==> run_1/met3.png <==
Drawn at 3 px/µm.
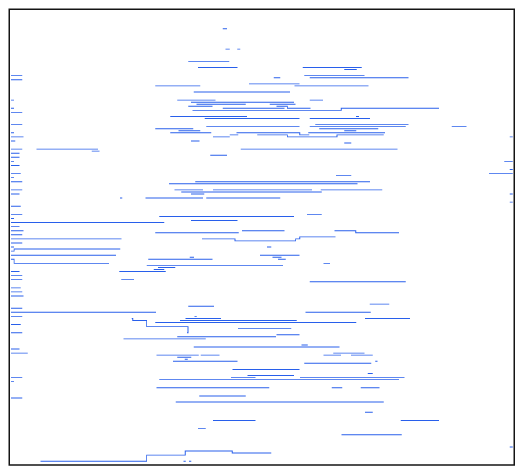
==> run_1/cell_classes.png <==
Drawn at 2 px/µm. Fill, decap, tap and diode cells in grey.
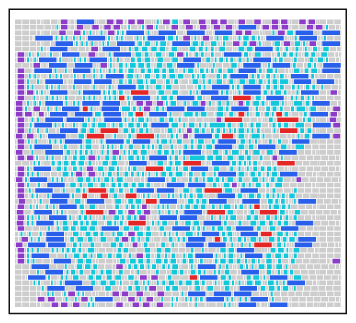
==> run_1/drive_strength.png <==
Drawn at 2 px/µm.
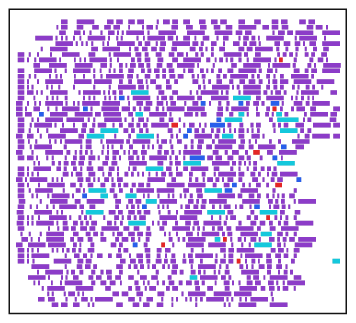
[src/rtl/util_pulse_gen_pkg.sv]
// util_pulse_gen_pkg: state encoding and length helpers for the pulse generator
// and its companion blocks.
// The "0 counts as 1" length rule lives here so every block that shares
// thresholds with the pulse generator applies it the same way.
package util_pulse_gen_pkg;

  // Widest phase length the helper functions accept. Narrower callers
  // widen with a sized cast and truncate the result back.
  localparam int unsigned UTIL_MAX_LEN_WIDTH = 64;

  // Smallest phase length that can be produced.
  localparam logic [UTIL_MAX_LEN_WIDTH-1:0] UTIL_MIN_LEN = UTIL_MAX_LEN_WIDTH'(1);

  // Generator state encoding.
  typedef enum logic [1:0] {
    IDLE = 2'd0,
    HIGH = 2'd1,
    LOW  = 2'd2
  } pulse_state_e;

  // A configured length of zero is treated as one cycle.
  function automatic logic [UTIL_MAX_LEN_WIDTH-1:0] clamp_len(
    input logic [UTIL_MAX_LEN_WIDTH-1:0] len
  );
    clamp_len = (len == '0) ? UTIL_MIN_LEN : len;
  endfunction

  // Value loaded into a down-counter that hits zero on the final cycle of a
  // phase lasting clamp_len(len) cycles.
  function automatic logic [UTIL_MAX_LEN_WIDTH-1:0] phase_reload(
    input logic [UTIL_MAX_LEN_WIDTH-1:0] len
  );
    phase_reload = clamp_len(len) - UTIL_MIN_LEN;
  endfunction

endpackage

[src/rtl/util_phase_timer.sv]
// util_phase_timer: loadable down-counter with a zero flag.
// The pulse generator loads it at the start of each phase. The zero flag then
// marks the last cycle of that phase. It stops at zero instead of wrapping,
// so an all-ones load value is a legal length.
module util_phase_timer #(
  parameter int unsigned WIDTH = 32
) (
  input  logic             clk,
  input  logic             rstn,
  input  logic             load_i,
  input  logic             en_i,
  input  logic [WIDTH-1:0] load_val_i,
  output logic             zero_o
);

  logic [WIDTH-1:0] cnt_q;
  logic [WIDTH-1:0] cnt_d;

  // Load has priority. Otherwise count down while enabled and stop at zero.
  always_comb begin
    cnt_d = cnt_q;
    if (load_i) begin
      cnt_d = load_val_i;
    end else if (en_i && (cnt_q != '0)) begin
      cnt_d = cnt_q - WIDTH'(1);
    end
  end

  // Counter register.
  always_ff @(posedge clk or negedge rstn) begin
    if (!rstn) begin
      cnt_q <= '0;
    end else begin
      cnt_q <= cnt_d;
    end
  end

  assign zero_o = (cnt_q == '0);

endmodule

[src/rtl/util_pulse_gen.sv]
// util_pulse_gen: programmable train of rectangular pulses.
// Each pulse has a high phase followed by a full low phase. The run ends after
// cfg_pulse_num pulses, or runs continuously when that value is zero, until
// stop is asserted. All outputs are registered. Configuration is latched on
// start, so a run is immune to register-bank writes made while it is active.
// Optional feature macro: UTIL_PULSE_GEN_INVERT_EN adds cfg_invert. When set,
// it makes pulse_o active-low for the run it is latched with. While idle, the
// idle level follows cfg_invert.
module util_pulse_gen #(
  parameter int unsigned CNT_WIDTH = 32,
  parameter int unsigned NUM_WIDTH = 32
) (
  input  logic                 clk,
  input  logic                 rstn,
  input  logic [CNT_WIDTH-1:0] cfg_high_time,
  input  logic [CNT_WIDTH-1:0] cfg_low_time,
  input  logic [NUM_WIDTH-1:0] cfg_pulse_num,
  input  logic                 start,
  input  logic                 stop,
  output logic                 pulse_o,
  output logic                 busy,
  output logic                 done,
  output logic [NUM_WIDTH-1:0] pulse_cnt
`ifdef UTIL_PULSE_GEN_INVERT_EN
  ,
  input  logic                 cfg_invert
`endif
);

  import util_pulse_gen_pkg::*;

  pulse_state_e         state_q,     state_d;
  logic [CNT_WIDTH-1:0] high_q,      high_d;
  logic [CNT_WIDTH-1:0] low_q,       low_d;
  logic [NUM_WIDTH-1:0] num_q,       num_d;
  logic [NUM_WIDTH-1:0] pulse_cnt_q, pulse_cnt_d;
  logic                 pulse_q,     pulse_d;
  logic                 busy_q,      busy_d;
  logic                 done_q,      done_d;
  logic                 invert_d;

  logic                 timer_load;
  logic                 timer_en;
  logic [CNT_WIDTH-1:0] timer_load_val;
  logic                 timer_zero;

  logic [CNT_WIDTH-1:0] start_high_reload;
  logic [CNT_WIDTH-1:0] high_reload;
  logic [CNT_WIDTH-1:0] low_reload;
  logic [NUM_WIDTH-1:0] pulse_cnt_inc;

  // One timer serves both phases. It is reloaded at every phase boundary.
  util_phase_timer #(
    .WIDTH(CNT_WIDTH)
  ) u_phase_timer (
    .clk       (clk),
    .rstn      (rstn),
    .load_i    (timer_load),
    .en_i      (timer_en),
    .load_val_i(timer_load_val),
    .zero_o    (timer_zero)
  );

  assign start_high_reload =
    CNT_WIDTH'(phase_reload(UTIL_MAX_LEN_WIDTH'(cfg_high_time)));
  assign high_reload =
    CNT_WIDTH'(phase_reload(UTIL_MAX_LEN_WIDTH'(high_q)));
  assign low_reload =
    CNT_WIDTH'(phase_reload(UTIL_MAX_LEN_WIDTH'(low_q)));

  // Completed pulses saturate rather than wrap in long continuous runs.
  assign pulse_cnt_inc = (pulse_cnt_q == '1) ? pulse_cnt_q
                                             : pulse_cnt_q + NUM_WIDTH'(1);

  assign timer_en = (state_q != IDLE);

  // Next state, latched config, pulse counting and phase timer control.
  // stop has priority over every phase-end transition, so a stop on the final
  // low cycle still yields a single done strobe.
  always_comb begin
    state_d        = state_q;
    high_d         = high_q;
    low_d          = low_q;
    num_d          = num_q;
    pulse_cnt_d    = pulse_cnt_q;
    done_d         = 1'b0;
    timer_load     = 1'b0;
    timer_load_val = '0;

    unique case (state_q)
      IDLE: begin
        if (start && !stop) begin
          high_d         = cfg_high_time;
          low_d          = cfg_low_time;
          num_d          = cfg_pulse_num;
          pulse_cnt_d    = '0;
          timer_load     = 1'b1;
          timer_load_val = start_high_reload;
          state_d        = HIGH;
        end
      end
      HIGH: begin
        if (stop) begin
          state_d = IDLE;
          done_d  = 1'b1;
        end else if (timer_zero) begin
          pulse_cnt_d    = pulse_cnt_inc;
          timer_load     = 1'b1;
          timer_load_val = low_reload;
          state_d        = LOW;
        end
      end
      LOW: begin
        if (stop) begin
          state_d = IDLE;
          done_d  = 1'b1;
        end else if (timer_zero) begin
          if ((num_q != '0) && (pulse_cnt_q == num_q)) begin
            state_d = IDLE;
            done_d  = 1'b1;
          end else begin
            timer_load     = 1'b1;
            timer_load_val = high_reload;
            state_d        = HIGH;
          end
        end
      end
      default: begin
        state_d = IDLE;
      end
    endcase
  end

`ifdef UTIL_PULSE_GEN_INVERT_EN
  logic invert_q;

  // While idle, the polarity tracks cfg_invert, which also latches it on start.
  // During a run, the polarity stays fixed at the value latched on start.
  always_comb begin
    invert_d = invert_q;
    if (state_q == IDLE) begin
      invert_d = cfg_invert;
    end
  end

  // Polarity register. After reset it takes the idle level on the first clock.
  always_ff @(posedge clk or negedge rstn) begin
    if (!rstn) begin
      invert_q <= 1'b0;
    end else begin
      invert_q <= invert_d;
    end
  end
`else
  assign invert_d = 1'b0;
`endif

  // Output levels follow the state being entered, so they change together with it.
  always_comb begin
    pulse_d = (state_d == HIGH) ^ invert_d;
    busy_d  = (state_d != IDLE);
  end

  // State, latched config and registered outputs.
  always_ff @(posedge clk or negedge rstn) begin
    if (!rstn) begin
      state_q     <= IDLE;
      high_q      <= '0;
      low_q       <= '0;
      num_q       <= '0;
      pulse_cnt_q <= '0;
      pulse_q     <= 1'b0;
      busy_q      <= 1'b0;
      done_q      <= 1'b0;
    end else begin
      state_q     <= state_d;
      high_q      <= high_d;
      low_q       <= low_d;
      num_q       <= num_d;
      pulse_cnt_q <= pulse_cnt_d;
      pulse_q     <= pulse_d;
      busy_q      <= busy_d;
      done_q      <= done_d;
    end
  end

  assign pulse_o   = pulse_q;
  assign busy      = busy_q;
  assign done      = done_q;
  assign pulse_cnt = pulse_cnt_q;

endmodule

[config.mk]
export PLATFORM = sky130hd
export DESIGN_NAME = util_pulse_gen
export DESIGN_NICKNAME = d
export VERILOG_FILES = /design/src/rtl/util_pulse_gen_pkg.sv /design/src/rtl/util_phase_timer.sv /design/src/rtl/util_pulse_gen.sv
export SDC_FILE = /design/constraint.sdc
export NUM_CORES = 1
export LEC_CHECK = 0
export CAP_MARGIN = 15
export CELL_PAD_IN_SITES_DETAIL_PLACEMENT = 1
export CELL_PAD_IN_SITES_GLOBAL_PLACEMENT = 1
export CORE_ASPECT_RATIO = 0.9
export CORE_MARGIN = 2
export CORE_UTILIZATION = 42
export DETAILED_ROUTE_END_ITERATION = 7
export PLACE_DENSITY_LB_ADDON = 0.25
export SYNTH_ARGS = -nofsm -noshare
export SYNTH_HDL_FRONTEND = slang
export SYNTH_SLANG_ARGS = --single-unit
[constraint.sdc]
create_clock -name clk -period 5.2 [get_ports clk]
set_input_delay 1.04 -clock clk [delete_from_list [all_inputs] [get_ports clk]]
set_output_delay 1.04 -clock clk [all_outputs]
set_load 0.03 [all_outputs]
==> notes.md, run 1 <==
This memo summarizes the results of the implementation run.

Synthesis
In the synthesized netlist, mux cells make up 0.2960% of the area. Sorting the synthesized cells by how often they occur yields nand2_1, dfrtp_1, xor2_1. The flip-flop cell with the highest count after synthesis is dfrtp_1. The area of the mapped netlist is 10,140 µm². The number of storage elements in the synthesis netlist is 165. The number of warnings reported in the yosys synthesis log is 0. Per the post-synthesis report, the nets total 1,343.

Summing the areas of all compound-gate instances in the mapped netlist gives 9.547% of the synthesized area. The synthesis report lists the most area-consuming cells as dfrtp_1, nand2_1, xor2_1. The fraction of synthesized cell area taken by the top area cell type is 40.71%. The synthesized design contains 0 enable-type register cells.

Pwr
The power density over cell area is 456.8 nW/µm². The switching component of the power was reported as 2.388 mW. Looking at the power breakdown, combinational cells take 33.2% of the total. The total leakage power is 5.183 nW. The clock network power is 1.32 mW. The power group with the largest share is sequential cells.

The share of total power consumed by net switching is 42.34%. The worst IR drop on VDD is 0.2601 mV.

Critical path
The critical path crosses 13 cells after its start point. The number of cells traversed by the worst register-to-register path is 12. Per the timing report, the biggest fanout along the worst path comes to 8. The worst-case register-to-register setup slack is 1.01 ns.

Counting both buffers and inverters, the worst setup path holds a total of 1. The critical path goes through clkdlybuf4s50_1, nor4_1, and4_1, and3_1, a21oi_1, ha_1, nor3b_1, nand4_1, nor4_1, xnor2_1, o22ai_1, a211oi_1, a21oi_1. The launching element type of the critical path is an input pin. The cell with the largest stage delay on the worst path is clkdlybuf4s50_1.

Layout
The most frequent logic cell in the layout is nand2_1. The area overhead of the layout relative to synthesis is 21.75%. The area of the multi-input gates is 5752 µm². The fraction of final layout cells with drive strength greater than 1 is 4.293%. The layout report lists the clock-cell share of area as 4.965%. 0 antenna diodes ended up in the layout. The number of flip-flops and latches is 165.

The tally of clock buffers in the finished layout is 17. The fraction of the core area covered by cells at the end of the flow is 52.46%. In the layout the commonest cells are nand2_1, dfrtp_1, clkdlybuf4s50_1.

Global route
The via count of the first global-routing pass came to 9,542. The largest net degree at the start of global routing is 103. Routing resource usage on met1 recorded by global route was 42.26%. For met2 alone, demand over resource in global routing was 38.99%.

Floorplan
According to the floorplan report, the placeable core area is 23,540 µm². The fraction of the core area occupied by cells at floorplan is 43.09%. The vertical die dimension reported for this design is 151.4 µm. For this design the top-level I/O count stands at 135. Per the OpenROAD floorplan log, the width of the die is 167.8 µm.

Clock tree
The H-tree generated during clock tree synthesis spans 4 levels. The CTS clock-pin slew for the worst setup and hold paths is 0.07 ns. In this run, CTS created clock tree buffers numbering 17. Looking at the clock tree report, the root buffer type is clkbuf_16. The maximum buffer depth of the clock tree is 2.

The clock latency reported for the late side of the worst-skew pair is 0.44 ns.

Placement
RePlAce ended its routability-driven mode at a weighted congestion of 0.9129. The detailed placer reported the number of placed instances as 1,621. For this run the detailed placement stage logged an HPWL of 25,290 µm. The pre-CTS setup check shows a worst slack of 0.4407 ns.

In this run the cell area measured after placement is 11,740 µm².

Detailed routing
The post-detailed-route DRC marker count is 0. Nets still carrying antenna violations after routing amount to 0.

Status
The run finished with clean final reports.

STA
The max-slew headroom at the worst pin is 29.63%. The aggregate negative setup slack is 0 ns. In the finished design, the share of the clock period the worst path needs comes to 84.71%.

Hold path
The type of the most critical hold path is reg -> reg.
Notes on met3.png above:
main direction	horizontal
wire length on this layer	2,620 µm
longest straight run	79.6 µm
nets with wire on the layer	149
met3 usage in global routing: 6.088%
total number of vias: 9,530
post-detailed-routing wire length: 33,980 µm

Notes on cell_classes.png above:
class	colour	cells
all other logic	cyan	1,009
flip-flops	blue	165
other buffers and delay cells	purple	145
clock drivers and dummy loads	red	32

Notes on drive_strength.png above:
size	colour	cells	most used
drive 3 to 4	blue	20	buf_4
drive 1 or less	purple	1,293	nand2_1
drive 6 and up	cyan	29	clkbuf_16
drive 2	red	9	or2_2
final setup margin: 0.7952 ns
design area: 12,350 µm²
number of buffers outside the clock class in the layout: 145

## run 1: worst register-to-register path, delay by kind of cell (launching register included)
kind,cells,cell delay (ns)
compound gates,2,0.33
xor+xnor,1,0.16
flops,1,0.43
fa+ha+maj,1,0.25
simple gates,8,2.90
## run 1: layer usage
metal | wire, µm | vias to the layer above
met3 | 2620 | 26
met4 | 358 | 0
li1 | - | 4500
met5 | 0 | -
met1 | 16730 | 4716
met2 | 14270 | 288
## run 1: worst min path at each step
stage                     startpoint    endpoint  slack, ns  depth (start not counted)
after floorplan            high_q[7]   high_q[7]       0.46                          2
after global placement    high_q[29]  high_q[29]       0.50                          2
after detailed placement  high_q[30]  high_q[30]       0.50                          2
after CTS                 high_q[14]  high_q[14]       0.54                          2
after global routing      high_q[14]  high_q[14]       0.56                          2
final                      low_q[22]   low_q[22]       0.54                          2
==> inputs of run 2 (changes only) <==
==> constraint.sdc (replaced) <==
create_clock -name clk -period 4.4 [get_ports clk]
set_input_delay 0.88 -clock clk [delete_from_list [all_inputs] [get_ports clk]]
set_output_delay 0.88 -clock clk [all_outputs]
set_load 0.03 [all_outputs]
==> run 2 against run 1 <==
Against the previous run:
- critical path depth fell by 1
- via count rose by 3.6%
- synthesized cell count did not move
- first-iteration DRC count rose by 0.69%
- non-clock buffer count rose by 29
- design area rose by 1.9%
- setup slack got worse by 0.54 ns
==> notes.md, run 2 <==
This memo summarizes the results of the implementation run.

Pwr
The total leakage power is 5.328 nW. The share of total power consumed by net switching is 43.06%. The highest supply drop recorded on VDD is 0.3121 mV. The power density over cell area is 534.6 nW/µm². Summed over the clock group, the power is 1.54 mW. The power report puts the net switching power at 2.896 mW. Registers are responsible for 43.2% of the overall power. The group that draws the most power in this run is sequential cells. Cell internal power was estimated by the tool at 3.830 mW. The flow reports that combinational logic draws 33.9% of the design power.

Critical path
Counting cells, the worst reg-to-reg path comes to 12. The buffer and inverter count on the worst path is 0. The worst setup path is launched from a flop.

For the worst reg-to-reg path, the startpoint reported by OpenROAD is low_q[23]. The logic depth of the worst setup path including buffers is 12. The setup check on the worst reg-to-reg path leaves a slack of 0.26 ns.

The highest net fanout along the worst path is 10. Listed in order, past its start point the critical path passes or4_1, or4_1, nor3_1, nor2_1, ha_1, nor3b_1, nand3b_1, nor4_1, xnor2_1, o22ai_1, a211oi_1, a21oi_1. The worst path arrival time is 4.44 ns. The cell with the largest stage delay on the worst path is or4_1.

Synthesis
The mean area per synthesized cell is 8.220 µm². The floorplan net count is 1,343. The area fraction of the largest cell type after synthesis is 40.71%. After synthesis, the design contains 1,234 cells according to Yosys.

The commonest cells after synthesis are nand2_1, dfrtp_1, xor2_1. The and-or/or-and share of the synthesized area is 9.547%. The commonest register cell is dfrtp_1. The main area contributors are dfrtp_1, nand2_1, xor2_1.

Yosys mapped a number of flops with a built-in enable equal to 0. For reference, simple AND, OR, NAND and NOR cells occupy 31.11% of the area reported after synthesis. In the synthesized netlist, mux cells make up 0.2960% of the area. The number of warnings reported in the yosys synthesis log is 0.

Counting flops and latches in the post-synthesis netlist gives 165. The area of the mapped netlist is 10,140 µm².

Placement
The instance count after placement with tap cells included is 1,650. The worst slack at placement is 0.08604 ns. The number of I/O port buffers is 134. The placed wire-length estimate is 26,080 µm. Per the gpl log, the routability congestion estimate is 0.9059. Once placement finished, the instance area stood at 11,980 µm².

Global route
The met1 track demand over resource in global routing is 41.93%. met2 track demand over resource after global routing is 42.42%. The via count of the first global-routing pass came to 9,962. Global routing used 5.644% of the available met3 tracks.

Clock tree
Clock tree synthesis selected as its root buffer the cell clkbuf_16. The maximum buffer depth of the clock tree is 2. TritonCTS created 17 clock buffers. The CTS clock-pin slew for the worst setup and hold paths is 0.08 ns. The H-tree depth is 4. The clock latency reported for the late side of the worst-skew pair is 0.45 ns.

Hold path
Note that the worst hold path type here is in -> async.

Detailed routing
The uppermost layer routed is met4. In the per-layer summary, the met1 wirelength comes to 16,790 µm. The met3 wire length is 2589 µm.

The routed wire length on met2 is 15,480 µm. The total wirelength of the detailed-routed design is 35,310 µm. The routed layout reports a DRC error count of 0. The final route contains 9,871 vias. The starting DRC count in detailed routing is 728. The count of nets left with antenna violations once routing finished came out at 0.

Layout
The layout report lists the multi-input gate area as 5752 µm². The fraction of final layout cells with drive strength greater than 1 is 6.304%. The library cell used most frequently in the layout, excluding fill and tap cells, is nand2_1. The final layout report lists a filler cell count of 2,803. The diode insertion count for antenna repair is 0.

Status
The flow ran to the end, and the final reports show no timing, DRC or antenna violations.

STA
Of the available clock period, the critical path in the final layout requires 94.13%. The max-slew headroom at the worst pin is 45.00%. The aggregate negative setup slack is 0 ns.

Floorplan
The width of the chip is 167.8 µm. At the floorplan stage, the core utilization is reported as 43.09%. The top-level port count is 135. The die height is 151.4 µm.
-- run 2: final cells by class --
cell class / instances / area share, %
well taps: 302 / 3.003
clock buffers: 17 / 3.381
multi-input cells: 995 / 45.72
flip-flops and latches: 165 / 32.82
clock inverters: 15 / 1.402
repair buffers: 174 / 13.26
inverters: 14 / 0.4177
-- run 2: through the flow --
stage	util (%)	hold WS, ns
floorplan	-	0.4590
global placement	50.88	0.5047
detailed placement	50.88	0.5106
CTS	53.44	0.4517
global route	53.44	0.4674
finish	53.44	0.4077
-- run 2: kinds of logic after synthesis --
family / after synthesis
and+or+nand+nor: 668
xor gates and xnor gates: 167
DFF: 165
AOI/OAI and AO/OA: 148
buffers and inverters: 74
adders and majority gates: 9
muxes: 3
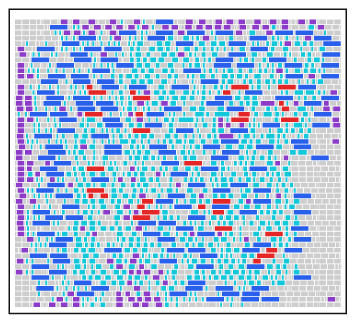
(run_2/cell_classes.png)
Drawn at 2 px/µm. Fill, decap, tap and diode cells in grey.
class	colour	cells
other buffers and delay cells	purple	174
flip-flops	blue	165
all other logic	cyan	1,009
clock drivers and dummy loads	red	32
placement row count: 53
design area: 12,580 µm²
Placeable Area: 23,540 µm²
share of cell area taken by flip-flops and latches: 32.82%

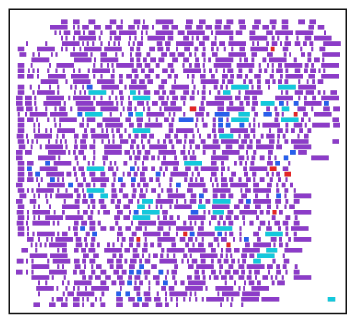
(run_2/drive_strength.png)
Drawn at 2 px/µm.
size	colour	cells	most used
drive 2	red	9	or2_2
drive 3 to 4	blue	46	buf_4
drive 6 and up	cyan	32	clkbuf_16
drive 1 or less	purple	1,293	nand2_1
P&R area growth vs syn: 24.03%
final setup margin: 0.2584 ns
number of buffers outside the clock class in the layout: 174

==> inputs of run 3 (changes only) <==
--- a/config.mk
+++ b/config.mk
@@ -5,6 +5,7 @@
 export SDC_FILE = /design/constraint.sdc
 export NUM_CORES = 1
 export LEC_CHECK = 0
+export ABC_AREA = 0
 export CAP_MARGIN = 15
 export CELL_PAD_IN_SITES_DETAIL_PLACEMENT = 1
 export CELL_PAD_IN_SITES_GLOBAL_PLACEMENT = 1
@@ -13,6 +14,7 @@
 export CORE_UTILIZATION = 42
 export DETAILED_ROUTE_END_ITERATION = 7
 export PLACE_DENSITY_LB_ADDON = 0.25
+export RECOVER_POWER = 100
 export SYNTH_ARGS = -nofsm -noshare
 export SYNTH_HDL_FRONTEND = slang
 export SYNTH_SLANG_ARGS = --single-unit
==> run 3 against run 2 <==
Against the previous run:
- the flow now finishes with violations (max-capacitance violations, max-slew violations)
- routed wire length hardly changed
- design area is 0.18% lower
- utilization is 0.096 points lower
- combinational power hardly changed
- first-iteration DRC count is 9.5% higher
- maximum frequency is 0.47% lower
- critical path depth stayed put
- non-clock buffer count stayed put
- highest routed layer unchanged
==> notes.md, run 3 <==
This memo summarizes the results of the implementation run.

Status
The flow ran to the end, but the final reports show violations. The final reports fail on max-capacitance violations, max-slew violations.

STA
The max-slew headroom at the worst pin is -118.6%. After routing, the total negative slack on setup checks comes to 0 ns. The final max-slew violation count is 117.

Placement
After its last routability iteration, the placer logged a weighted congestion of 0.9059. The placed wire-length estimate is 26,080 µm. After detailed placement, the total cell area comes to 11,980 µm².

The buffer_ports step reported a buffer count of 134. Timing analysis after detailed placement gives a worst setup slack of 0.08604 ns.

Layout
The register fraction of the total cell area is 32.88%. By area, logic gates come first. The tally of clock buffers in the finished layout is 17. Clock tree buffers and inverters occupy 4.792% of the routed design's cell area. Across the whole layout, multi-input logic makes up 45.74% of the cell area. The final antenna diode tally reported by the flow is 0.

The number of fillers in the final layout is 2,808. The fraction of area in non-clock buffers is 13.16%. The final layout report lists a non-clock inverter count of 14.

The count of multi-input gates is 995. According to the cell report, flip-flops and latches in the layout number 165. The fraction of final layout cells with drive strength greater than 1 is 6.014%.

Global route
The met1 track demand over resource in global routing is 41.93%. On met2, the global router reports a usage of 42.42%. The via count of the first global-routing pass is 9,962.

Pwr
Of the total power, the share spent switching nets is 43.09%. The sequential power share is 43.3%. The clock network power reported by the tool is 1.54 mW.

The power report lists cell-internal power as 3.819 mW. The power group with the largest share is sequential cells. The total leakage power is 5.433 nW. Per the OpenROAD power report, switching power amounts to 2.891 mW. The relative contribution of combinational cells to total power is 33.8%. The power density over cell area is 534.3 nW/µm².

Critical path
The largest individual stage delay along the critical path comes from the cell or4_1. Walking the worst path, the cells encountered are or4_1, or4_1, nor3_1, nor2_1, ha_1, nor3b_1, nand3b_1, nor4_1, xnor2_1, o22ai_1, a211oi_1, a21oi_1. The worst path arrival time is 4.46 ns. The buffer and inverter count on the worst path is 0. In this run the number of cells on the critical path is 12. The source of the worst register-to-register timing path is low_q[23].

Floorplan
The total number of placement rows is 53. The die height is 151.4 µm. The top-level port count is 135.

Measured along the x axis, the die boundary spans 167.8 µm. The tapcell count is 302.

Synthesis
The net count after synthesis is 1,343. The mean area per synthesized cell is 8.220 µm². Summing every instance area after synthesis gives 10,140 µm². The warning tally printed by Yosys for this design is 0. The synth_stat.txt file lists the number of cells as 1,234. The flip-flop cell with the highest count after synthesis is dfrtp_1.

By count the netlist is led by nand2_1, dfrtp_1, xor2_1.

Clock tree
The CTS clock-pin slew for the worst setup and hold paths is 0.08 ns. In this run the clock root is driven by a clkbuf_16. Looking at the clock tree report, the H-tree level count equals 4. The number of clock buffers inserted by TritonCTS is 17.

Flow run
The number of maximum-capacitance violations recorded for the run is 2.

Hold path
For hold timing, the worst endpoint is low_q[22]. The depth of the worst hold-timing path is 2. The origin of the worst min-delay path is low_q[22].

Detailed routing
The detailed router reports a met2 wire length of 15,400 µm. The highest layer touched by signal routing is met4. The starting DRC count in detailed routing is 797. After detailed routing, the number of remaining DRC violations is 0.

The met3 wire length is 2393 µm. In the final routing, the length of wire on met1 measures 17,060 µm.
## run 3: cell counts after synthesis
Identical to the previous run, type by type.
## run 3: cells by family (layout without fill, tap and decap cells)
| logic type | after synthesis | after routing | synth area share, % |
|---|---|---|---|
| compound gates | 148 | 148 | 9.548 |
| xor+xnor | 167 | 167 | 14.42 |
| fa+ha+maj | 9 | 9 | 1.110 |
| buf+inv | 74 | 220 | 2.812 |
| flops | 165 | 165 | 40.71 |
| mux | 3 | 3 | 0.2961 |
| simple gates | 668 | 668 | 31.11 |
## run 3: stage by stage
step | hold slack [ns] | power [mW] | std cells
detailed placement | 0.5106 | 5.136 | 1650
global route | 0.5516 | 7.138 | 1682
global placement | 0.5047 | 4.992 | 1650
floorplan | 0.4590 | 4.212 | 1234
CTS | 0.4517 | 6.707 | 1682
finish | 0.5335 | 6.710 | 1682
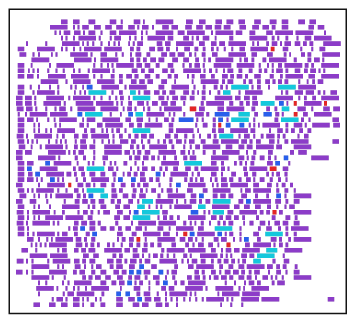
(run_3/drive_strength.png)
Drawn at 2 px/µm.
size	colour	cells	most used
drive 6 and up	cyan	31	clkbuf_16
drive 2	red	12	or2_2
drive 3 to 4	blue	40	buf_4
drive 1 or less	purple	1,297	nand2_1
P&R area growth vs syn: 23.81%
final setup margin: 0.2388 ns
design area: 12,560 µm²

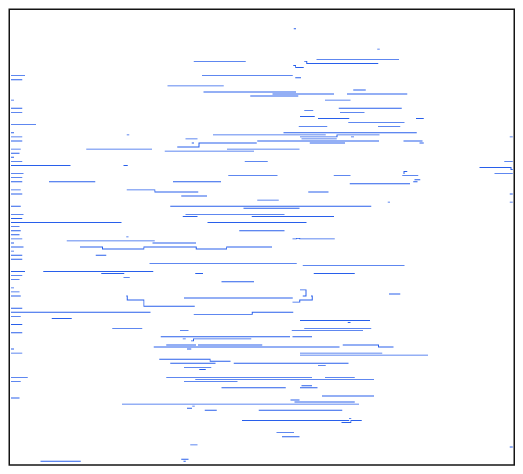
(run_3/met3.png)
Drawn at 3 px/µm.
share of all routed wire	6.8%
main direction	horizontal
nets with wire on the layer	151
post-detailed-routing wire length: 35,320 µm
met3 usage in global routing: 5.644%
total number of vias: 9,829

Power and IR drop assume default switching activity.
